**src/rtl/uart_tx_ctrl_if.sv**
```systemverilog
// uart_tx_ctrl_if
//   Host bus between a CPU-side master and the UART TX controller.
//   Signals:
//     cs_n     master->slave  chip select, active low
//     rw       master->slave  1 = read, 0 = write
//     addr     master->slave  register select (0 data, 1 status, 2 ctrl, 3 reserved)
//     wr_data  master->slave  write data
//     rd_data  slave->master  registered read data
//     rd_oe    slave->master  read output enable for the top-level tristate
interface uart_tx_ctrl_if;
  logic       cs_n;
  logic       rw;
  logic [1:0] addr;
  logic [7:0] wr_data;
  logic [7:0] rd_data;
  logic       rd_oe;

  modport master (output cs_n, rw, addr, wr_data, input rd_data, rd_oe);
  modport slave  (input cs_n, rw, addr, wr_data, output rd_data, rd_oe);
endinterface

```
**src/rtl/uart_tx_ctrl.sv**
```systemverilog
// uart_tx_ctrl
//   Bus-facing controller that queues bytes from the host and hands them one
//   at a time to a UART TX core using a latch/busy handshake.
//   Ports:
//     clk       system clock, rising edge
//     rst_n     synchronous active-low reset
//     bus       uart_tx_ctrl_if.slave host bus (cs_n, rw, addr, wr_data, rd_data, rd_oe)
//     tx_data   byte presented to the TX core
//     tx_latch  one-cycle load strobe to the TX core
//     tx_busy   TX core busy flag
//     irq_n     level interrupt, active low (enabled, queue empty, idle)
//   Configuration:
//     UART_TX_CTRL_FIFO_EN  defined: 4-entry FIFO; undefined: single holding register
module uart_tx_ctrl (
  input  logic          clk,
  input  logic          rst_n,
  uart_tx_ctrl_if.slave bus,
  output logic [7:0]    tx_data,
  output logic          tx_latch,
  input  logic          tx_busy,
  output logic          irq_n
);

  typedef enum logic [1:0] {
    IDLE      = 2'd0,
    WAIT_BUSY = 2'd1,
    WAIT_DONE = 2'd2
  } state_t;

`ifdef UART_TX_CTRL_FIFO_EN
  localparam logic [2:0] DEPTH = 3'd4;
`else
  localparam logic [2:0] DEPTH = 3'd1;
`endif

  state_t     state, state_nxt;
  logic       wb_wait, wb_wait_nxt;
  logic       launch;
  logic       cs_n_q;
  logic       enable, irq_en, overflow;
  logic [2:0] level;
  logic [7:0] head;
  logic       access, wr_acc, rd_acc;
  logic       push, push_ok, flush;
  logic       empty, full, active;
  logic [7:0] status;

  // An access is the first sampled low of cs_n; holding cs_n low does not repeat it.
  assign access  = !bus.cs_n && cs_n_q;
  assign wr_acc  = access && !bus.rw;
  assign rd_acc  = access && bus.rw;
  assign push    = wr_acc && (bus.addr == 2'd0);
  assign flush   = wr_acc && (bus.addr == 2'd2) && bus.wr_data[7];
  assign empty   = (level == 3'd0);
  assign full    = (level == DEPTH);
  // A pop in the same cycle frees the slot, so a push into a full queue is still taken.
  assign push_ok = push && (!full || launch);
  assign active  = !empty || tx_busy || (state != IDLE);
  assign status  = {1'b0, level, overflow, full, empty, active};

  assign bus.rd_oe = !bus.cs_n && bus.rw;
  assign irq_n     = !(irq_en && empty && (state == IDLE));

  // cs_n history for access edge detection
  always_ff @(posedge clk) begin
    if (!rst_n) cs_n_q <= 1'b1;
    else        cs_n_q <= bus.cs_n;
  end

  // Control register; only enable and irq_en are stored, bit7 is a flush command
  always_ff @(posedge clk) begin
    if (!rst_n) begin
      enable <= 1'b0;
      irq_en <= 1'b0;
    end else if (wr_acc && (bus.addr == 2'd2)) begin
      enable <= bus.wr_data[0];
      irq_en <= bus.wr_data[1];
    end
  end

  // Read data is captured on the access and held until the next read
  always_ff @(posedge clk) begin
    if (!rst_n) begin
      bus.rd_data <= 8'h00;
    end else if (rd_acc) begin
      case (bus.addr)
        2'd1:    bus.rd_data <= status;
        2'd2:    bus.rd_data <= {6'b0, irq_en, enable};
        default: bus.rd_data <= 8'h00;
      endcase
    end
  end

  // Occupancy and sticky overflow
  always_ff @(posedge clk) begin
    if (!rst_n || flush)         level <= 3'd0;
    else if (push_ok && !launch) level <= level + 3'd1;
    else if (!push_ok && launch) level <= level - 3'd1;
  end

  always_ff @(posedge clk) begin
    if (!rst_n || flush)            overflow <= 1'b0;
    else if (push && full && !launch) overflow <= 1'b1;
  end

`ifdef UART_TX_CTRL_FIFO_EN
  logic [7:0] mem [4];
  logic [1:0] rd_ptr, wr_ptr;

  always_ff @(posedge clk) begin
    if (push_ok) mem[wr_ptr] <= bus.wr_data;
  end

  always_ff @(posedge clk) begin
    if (!rst_n || flush) begin
      rd_ptr <= 2'd0;
      wr_ptr <= 2'd0;
    end else begin
      if (push_ok) wr_ptr <= wr_ptr + 2'd1;
      if (launch)  rd_ptr <= rd_ptr + 2'd1;
    end
  end

  assign head = mem[rd_ptr];
`else
  logic [7:0] hold;

  always_ff @(posedge clk) begin
    if (!rst_n)       hold <= 8'h00;
    else if (push_ok) hold <= bus.wr_data;
  end

  assign head = hold;
`endif

  // Handshake state register; the latch strobe is registered so it lasts one cycle
  always_ff @(posedge clk) begin
    if (!rst_n) begin
      state    <= IDLE;
      wb_wait  <= 1'b0;
      tx_latch <= 1'b0;
      tx_data  <= 8'h00;
    end else begin
      state    <= state_nxt;
      wb_wait  <= wb_wait_nxt;
      tx_latch <= launch;
      if (launch) tx_data <= head;
    end
  end

  // Launch only from IDLE; WAIT_BUSY gives up after two cycles without busy
  always_comb begin
    state_nxt   = state;
    wb_wait_nxt = 1'b0;
    launch      = 1'b0;
    case (state)
      IDLE: begin
        if (enable && !empty && !tx_busy) begin
          launch    = 1'b1;
          state_nxt = WAIT_BUSY;
        end
      end
      WAIT_BUSY: begin
        if (tx_busy)      state_nxt   = WAIT_DONE;
        else if (wb_wait) state_nxt   = IDLE;
        else              wb_wait_nxt = 1'b1;
      end
      WAIT_DONE: begin
        if (!tx_busy) state_nxt = IDLE;
      end
      default: state_nxt = IDLE;
    endcase
  end

endmodule
```
**src/flat_wrapper.sv**
```systemverilog
// flat-port wrapper written by rule: the top's interface ports become plain ports
module uart_tx_ctrl_flat 
  (clk, rst_n, tx_data, tx_latch, tx_busy, irq_n, bus_cs_n, bus_rw, bus_addr, bus_wr_data, bus_rd_data, bus_rd_oe);
  uart_tx_ctrl_if bus_i ();
  input  logic clk;
  input  logic rst_n;
  output logic [7:0] tx_data;
  output logic tx_latch;
  input  logic tx_busy;
  output logic irq_n;
  input wire logic [$bits(bus_i.cs_n)-1:0] bus_cs_n;
  input wire logic [$bits(bus_i.rw)-1:0] bus_rw;
  input wire logic [$bits(bus_i.addr)-1:0] bus_addr;
  input wire logic [$bits(bus_i.wr_data)-1:0] bus_wr_data;
  output wire logic [$bits(bus_i.rd_data)-1:0] bus_rd_data;
  output wire logic [$bits(bus_i.rd_oe)-1:0] bus_rd_oe;
  assign bus_i.cs_n = bus_cs_n;
  assign bus_i.rw = bus_rw;
  assign bus_i.addr = bus_addr;
  assign bus_i.wr_data = bus_wr_data;
  assign bus_rd_data = bus_i.rd_data;
  assign bus_rd_oe = bus_i.rd_oe;
  uart_tx_ctrl u_core (.clk(clk), .rst_n(rst_n), .bus(bus_i), .tx_data(tx_data), .tx_latch(tx_latch), .tx_busy(tx_busy), .irq_n(irq_n));
endmodule
```
**config.mk**
```make
export PLATFORM = sky130hd
export DESIGN_NAME = uart_tx_ctrl_flat
export DESIGN_NICKNAME = d
export VERILOG_FILES = /design/src/rtl/uart_tx_ctrl_if.sv /design/src/rtl/uart_tx_ctrl.sv /design/src/flat_wrapper.sv
export SDC_FILE = /design/constraint.sdc
export NUM_CORES = 1
export LEC_CHECK = 0
export CAP_MARGIN = 5
export CORE_UTILIZATION = 49
export DETAILED_ROUTE_END_ITERATION = 12
export PLACE_DENSITY = 0.84
export SLEW_MARGIN = 20
export SYNTH_ARGS = -nofsm -noshare
export SYNTH_HDL_FRONTEND = slang
export SYNTH_SLANG_ARGS = --single-unit
export TNS_END_PERCENT = 30
```
**constraint.sdc**
```tcl
create_clock -name clk -period 2.9 [get_ports clk]
set_clock_uncertainty 0.15 [all_clocks]
set_input_delay 0.87 -clock clk [delete_from_list [all_inputs] [get_ports clk]]
set_output_delay 0.87 -clock clk [all_outputs]
set_load 0.1 [all_outputs]
```
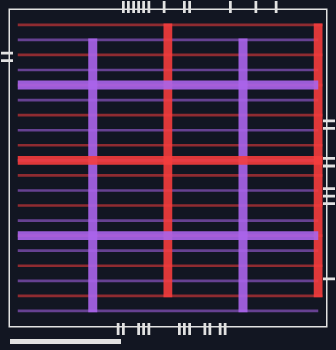
Fig. 1. Supply network (run 1).
Bar = 20 um. Pins as bars on the die edge.
- VDD: red
- VSS: purple
- rows: 19
- met4 straps: 4
- signal pins: 34
Core ar.: 2805 um2
die height: 57.08 um

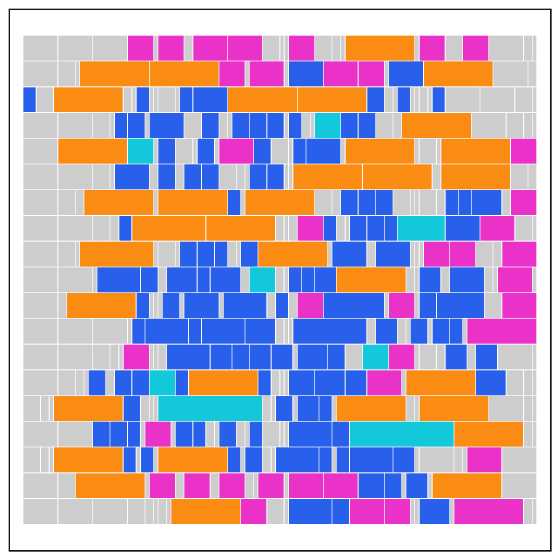
Fig. 2. Placement by cell class (run 1).
Fill, decap, tap and diode cells in gray.
- sequential cells: orange (cells 34)
- combinational and other logic: blue (cells 123)
- remaining buffers and delay cells: magenta (cells 39)
- clock drivers and dummy loads: cyan (cells 8)
Final Core Density: 70.21%
row cnt: 19
post-route design area: 1969 um2
sequential share of cell area: 34.69%

==> changes_impl.md, run 1 <==
## Flow update

* Tightest Hold Check Type: flop to flop
* Hold EP: u_core.bus.rd_data[6]
* Floorplan net count at approximately 190
* Clock slew at reported path FFs at 0.11 ns
* Hold_ws at 0.3096 ns
* Failing checks: design-rule violations
* Chip area at between 3000 and 4000 um2
* CP Depth at 5
* Setup TNS Final at 0 ns
* Iteration-0 DRC Markers at 29
* Cell Int Power at a little over 0.8 mW
* Top FF cell, synth: dfxtp_1
* Total net switching power at 0.2223 mW
* Critical Path Start: u_core.level[1]
* Synth unique cells at 32
* Synthesis Warnings at 0
* Hold buffers post-CTS at 0
* Peak VDD IR at 0.4175 mV
* Cell Area, Placed at 1852 um2
* Antenna violations before repair at 0
* Synth Area per Inst at 9.119 um2
* Reg2reg start: u_core.level[0]
* Final wirelength at roughly 3.3 mm
* Buffers on Ports at 32
* Worst r2r path cells at 10
* Vias per cell at 5.447
* Root buffer cell: clkbuf_4
* Leak pwr at ~0.87 nW
* MaxCap Viol Count at 0
* FA/HA/MAJ Cells, Area Fraction at ~6.7%
* Place WS at -0.01971 ns
* Vias in the first global route at 1,239
* TritonCTS clock tree: done
* Crit-path leading delay family: simple AND/OR/NAND/NOR gates
* Largest net degree at the start of global routing at 21
* CTS H-tree lvls at 2
* Post-synth top area cell: dfxtp_1
* Minimum clock period after layout at ~2.8 ns
* Top cell excl fill/tap: dfxtp_1
* Worst Path Buf+Inv at 2
* Post-synth ARST share at 0%
* Die width at 57.08 um
* Reg2reg end: u_core.level[2]
* CTS buffer count at 5
* Highest Clock Rate at around 0.36 GHz
* WP data required at 1.88 ns
* Flops & latches, synth at 34
* Worst-path maximum fanout at 4
* Remaining DRCs at 2
* Hold depth at 2
* I/O Pins at 34
* Post-synth EDFFs at 0
* Non-filler instance count after layout at approximately 240
* Combinational fraction of design power at about a tenth
* Total power draw at 1.029 mW
* Layout net count at ~230
* Post-detailed-placement half-perimeter wirelength at about 2.4 mm
* Max stage delay on crit path at 0.51 ns
* Switching portion of total power at 21.59%
* Area grow syn2layout at 32.49%
* Hold Crit Start: u_core.bus.rd_data[6]
* Simple Share, Synth at a little over a fifth
* CP Capture Type: primary output
* FP Util at 52.99%
* Cell area power density at roughly 520 nW/um2
* Dpl cells at 227
* Post-route setup slack at 0.1189 ns
* CTS Buffer Depth at 2
* Top cells, area: dfxtp_1 46%, mux2i_1 7.4%, ha_1 6.7%
* Routed Antenna Nets at 0
* Yosys stat area at 1486 um2
* Slowest CP cell: or4b_4
* Complex Gates by Area at 12.46%
* Hold Fails Final Rpt at 0
* Outcome: finished with violations
* Worst setup path category: flop to primary output
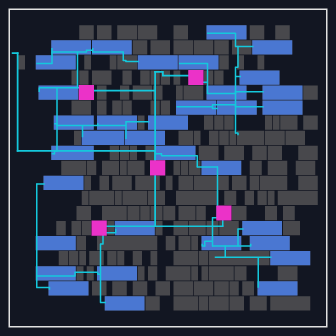
Fig. 3. Clock wires, drivers and flops (run 1).
- clock drivers: magenta (count 5)
- clock wires: cyan (length 383 um)
- flip-flops: blue (count 34)
- routed clock nets: 6
- flops lie: widely spread
Skew-Pair Late Insertion Delay: 0.34 ns
clock network power: 0.451 mW

run 1: metal layers:
layer	global-route usage, %	share of wire (%)	routed length (um)
met1	27.82	44	1442
met2	35.13	49	1634
met3	6.349	4.4	146
met4	10.10	2.5	82
met5	0	0	0
run 1: sequential cells by signal (all words and copies together), names as in the netlist, 2 cells and up:
register,cells
u_core.tx_data,8
u_core.state,2
u_core.bus.rd_data,7
u_core.head,8
u_core.level,3
run 1: power groups by stage:
stage	combinational (mW)	sequential [mW]	clock (mW)
after global routing	0.110	0.477	0.480
after CTS	0.101	0.476	0.456
after floorplan	0.0549	0.489	0
final	0.102	0.476	0.451
after global placement	0.0971	0.486	0
after detailed placement	0.100	0.487	0
run 1: worst register-to-register path: cells and delay by family, from the launching register on:
family	cells	cell delay [ns]
xor+xnor	1	0.14
compound gates	1	0.34
flops	1	0.39
buf+inv	1	0.08
mux	1	0.20
fa+ha+maj	2	0.41
simple gates	4	0.40
run 1: timing repair:
| action | CTS | global route |
|---|---|---|
| resized | 0 | 3 |
| setup buffers | 0 | 0 |
| endpoints found under the hold margin | 0 | 0 |
| setup endpoints to repair | 0 | 1 |
run 1: cells in the mapped netlist (3+ instances only):
cell       n
a21oi_1   17
clkbuf_1   3
dfxtp_1   34
ha_1       8
inv_1      4
mux2i_1   11
nand2_1    9
nand2b_1   3
nand3_1   17
nor2_1    19
nor2b_1    6
o21ai_0    8
xor2_1     3
run 1: area by class of cell:
cell class | instances | area [um2]
fill | 224 | 835.8
multi-input combinational | 118 | 764.5
sequential | 34 | 683.2
timing repair buffer | 39 | 352.8
clock inverter | 2 | 60.06
clock buffer | 6 | 51.30
tap | 31 | 38.79
inverter | 5 | 18.77
Fig. 4: run 1, clock routing
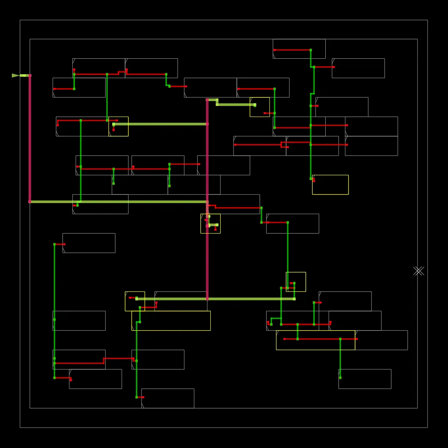

## Run 2: what changed since run 1
--- a/config.mk
+++ b/config.mk
@@ -6,9 +6,9 @@
 export NUM_CORES = 1
 export LEC_CHECK = 0
 export CAP_MARGIN = 5
-export CORE_UTILIZATION = 49
+export CORE_UTILIZATION = 30
 export DETAILED_ROUTE_END_ITERATION = 12
-export PLACE_DENSITY = 0.84
+export PLACE_DENSITY = 0.58
 export SLEW_MARGIN = 20
 export SYNTH_ARGS = -nofsm -noshare
 export SYNTH_HDL_FRONTEND = slang
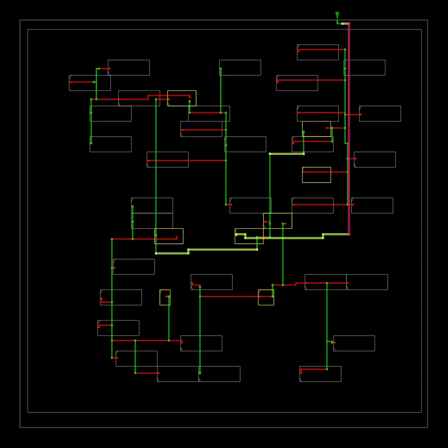
Fig. 5. Clock routing (run 2).
CTS buffer count: 5
# clk buffers: 6
Skew-Pair Late Insertion Delay: 0.28 ns
sequential cell count: 34
clock network power: 0.364 mW

==> run 2 against run 1 <==
- the run now ends clean
- highest routed layer unchanged
- largest power group unchanged
- critical path type unchanged
- cell area grew 1.1%
- critical path depth stayed put
- first-iteration DRC count up 45%
- total power fell by 8.6%
- die size is 61% higher
- worst hold slack got worse by 0.0016 ns
- synthesized cell count unchanged
==> changes_impl.md, run 2 <==
## Flow update

* Die width at 72.39 um
* Core ar. at 4755 um2
* RSZ-0062 raised after global routing: no
* Final Core Density at 41.89%
* Top pwr grp: registers
* Slowest CP cell: or4b_1
* Final setup violation count at 0
* Post-detailed-placement half-perimeter wirelength at 2.342 mm
* Yosys cell count at about 160
* Worst-path maximum fanout at 5
* Total net switching power at 0.2353 mW
* Sequential share of power at roughly 50%
* Worst r2r path cells at 10
* DR pass1 iterations at 4
* Vias at 1,241
* Hold EP: u_core.bus.rd_data[1]
* Sink Count at 34
* Peak VDD IR at 0.1730 mV
* Leak pwr at between 0.8 and 0.9 nW
* Hold buffers post-CTS at 0
* FP Util at between 30% and 40%
* Clock slew at reported path FFs at 0.07 ns
* Cell area after synthesis at 1486 um2
* Gr usage total at 13.50%
* Synth unique cells at 32
* Clk network pwr share at just under 40%
* Top FF cell, synth: dfxtp_1
* Vias per cell at 4.579
* CP Capture Type: primary output
* Buffers on Ports at 32
* Row cnt at 25
* Power in sequential cells at 0.476 mW
* Remaining DRCs at 0
* Die height at just over 70 um
* Combinational cell power at 0.101 mW
* Chip area at 5240 um2
* Global-route wire length before repair at 5.313 mm
* Final wirelength at 3.187 mm
* Yosys stat area at 1486 um2
* R2R Setup Slk at 0.62 ns
* Layout net count at 226
* Post-CTS Repair Setup Buffers at 0
* Hold depth at 2
* CTS H-tree lvls at 2
* Top-area cell share at 45.79%
* Post-route design area at approximately 2000 um2
* Hold Fails Final Rpt at 0
* Post-synth top area cell: dfxtp_1
* Iteration-0 DRC Markers at 42
* Floorplan net count at 186
* Top cells, area: dfxtp_1 46%, mux2i_1 7.4%, ha_1 6.7%
* Fraction of layout cells with a size suffix above 1 at 18.63%
* Switching portion of total power at 25.01%
* Combinational fraction of design power at 10.7%
* CTS Buffer Depth at 2
* Reg2reg end: u_core.level[2]
* Antenna violations before repair at 0
* WP data required at 1.88 ns
* Cell Area, Placed at 1897 um2
* Synthesis Warnings at 0
* Most numerous logic cells after layout: 34 x dfxtp_1, 23 x buf_4, 19 x nor2_1
* Worst Path Buf+Inv at 2
* Fin. max-slew vios at 0
* Area grow syn2layout at 34.01%
* Reg2reg start: u_core.level[0]
* Number of diodes at 0
* Cell Int Power at 0.7055 mW
* Highest Clock Rate at 0.3623 GHz
* Grt total ovfl at 0
* Startpoint type of the worst setup path: flop
* Synth Area per Inst at 9.119 um2
* Root buffer cell: clkbuf_8
* Flops & latches, synth at 34
* TritonCTS clock tree: done
* MaxCap Viol Count at 0
* Post-synth EDFFs at 0
* Minimum clock period after layout at roughly 2.8 ns
* Most common cell in the netlist: dfxtp_1
* Top post-synthesis cells by count: 34 x dfxtp_1, 19 x nor2_1, 17 x a21oi_1, 17 x nand3_1, 11 x mux2i_1
* Post-Syn Instances at 163
* Critical Path, Cell by Cell: inv_1, ha_1, nand2b_1, or4b_1, buf_12
* I/O Pins at 34
* Hold Crit Start: u_core.bus.rd_data[1]
* Top cell excl fill/tap: dfxtp_1
* Post-synth ARST share at 0%
* Routed Antenna Nets at 0
* Max stage delay on crit path at 0.54 ns
* Worst setup path category: flop to primary output
* Outcome: finished clean
* Cell area power density at 472.3 nW/um2
* Post-cts resize count at 0
* Tool warnings at 31
* Crit-path leading delay family: simple AND/OR/NAND/NOR gates
* Largest net degree at the start of global routing at 20
* Arrival @ worst endpoint at 1.74 ns
* Vias in the first global route at 1,152
* GPL Wtd Cong at 0.7913
* Final Cycle Share at 95.17%
* Wirelength per Cell at 11.76 um
* Seq/Total Area, Yosys at 45.79%
* Tightest Hold Check Type: flop to flop
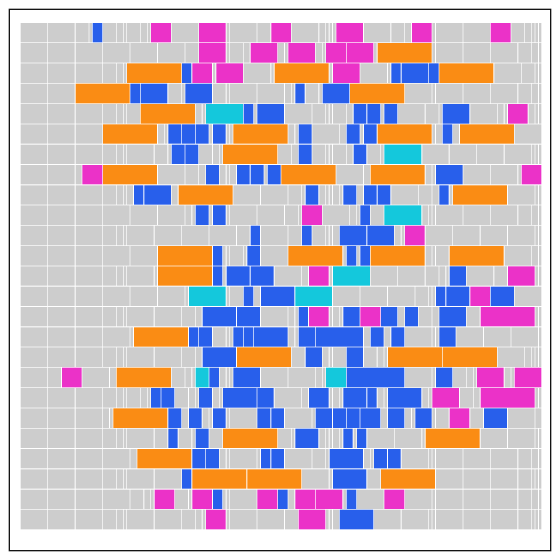
Fig. 6. Placement by cell class (run 2).
Fill, decap, tap and diode cells in gray.
- combinational and other logic: blue (cells 123)
- clock drivers and dummy loads: cyan (cells 8)
- remaining buffers and delay cells: magenta (cells 39)
- sequential cells: orange (cells 34)

[run 2: cell counts after synthesis]
Identical to the previous run, type by type.
[run 2: how the worst max path moves through the flow]
stage | startpoint | endpoint | slack [ns] | cells after the start
3_5_place_dp | tx_busy | u_core.level[2] | -0.04 | 9
3_3_place_gp | tx_busy | u_core.level[2] | 0.03 | 9
6_report | u_core.level[0] | irq_n | 0.14 | 5
2_1_floorplan | bus_rw | bus_rd_oe | 0.19 | 1
4_1_cts | u_core.level[0] | irq_n | 0.13 | 5
5_1_grt | u_core.level[1] | irq_n | 0.02 | 5
[run 2: logic make-up after synthesis]
family,Yosys count,share of synthesized area [%]
DFF,34,45.79
buffers and inverters,11,3.198
AOI/OAI and AO/OA,30,12.46
adders and majority gates,8,6.734
xor gates and xnor gates,4,2.357
muxes,11,7.408
other,1,0.2523
and+or+nand+nor,64,21.80
[run 2: layer usage]
metal	routed length [um]	vias up	GRT usage, %	share of wire, %
met5	0	-	0	0
met4	37	0	5.882	1.2
met3	111	2	4.306	3.5
met2	1535	22	20.87	48
met1	1502	580	17.22	47
li1	-	637	-	-
[run 2: final cells by class]
class,count,area [um2]
fill,492,2763
clock buffer,6,82.58
inverter,5,18.77
timing repair buffer,39,352.8
multi-input combinational,118,760.7
sequential,34,680.7
clock inverter,2,12.51
tap,67,83.83
[run 2: stage by stage]
stage	TNS (ns)	setup slack, ns	instances	hold slack, ns	power, mW
final	0	0.1401	271	0.3080	0.9408
after global routing	0	0.01765	271	0.3258	0.9891
after detailed placement	-0.03514	-0.03514	263	0.3030	0.5871
after CTS	0	0.1300	271	0.3140	0.9562
after global placement	0	0.03287	263	0.2968	0.5873
after floorplan	0	0.1926	163	0.2864	0.5444
No activity file was given, so power comes from the tool's default toggle rates.
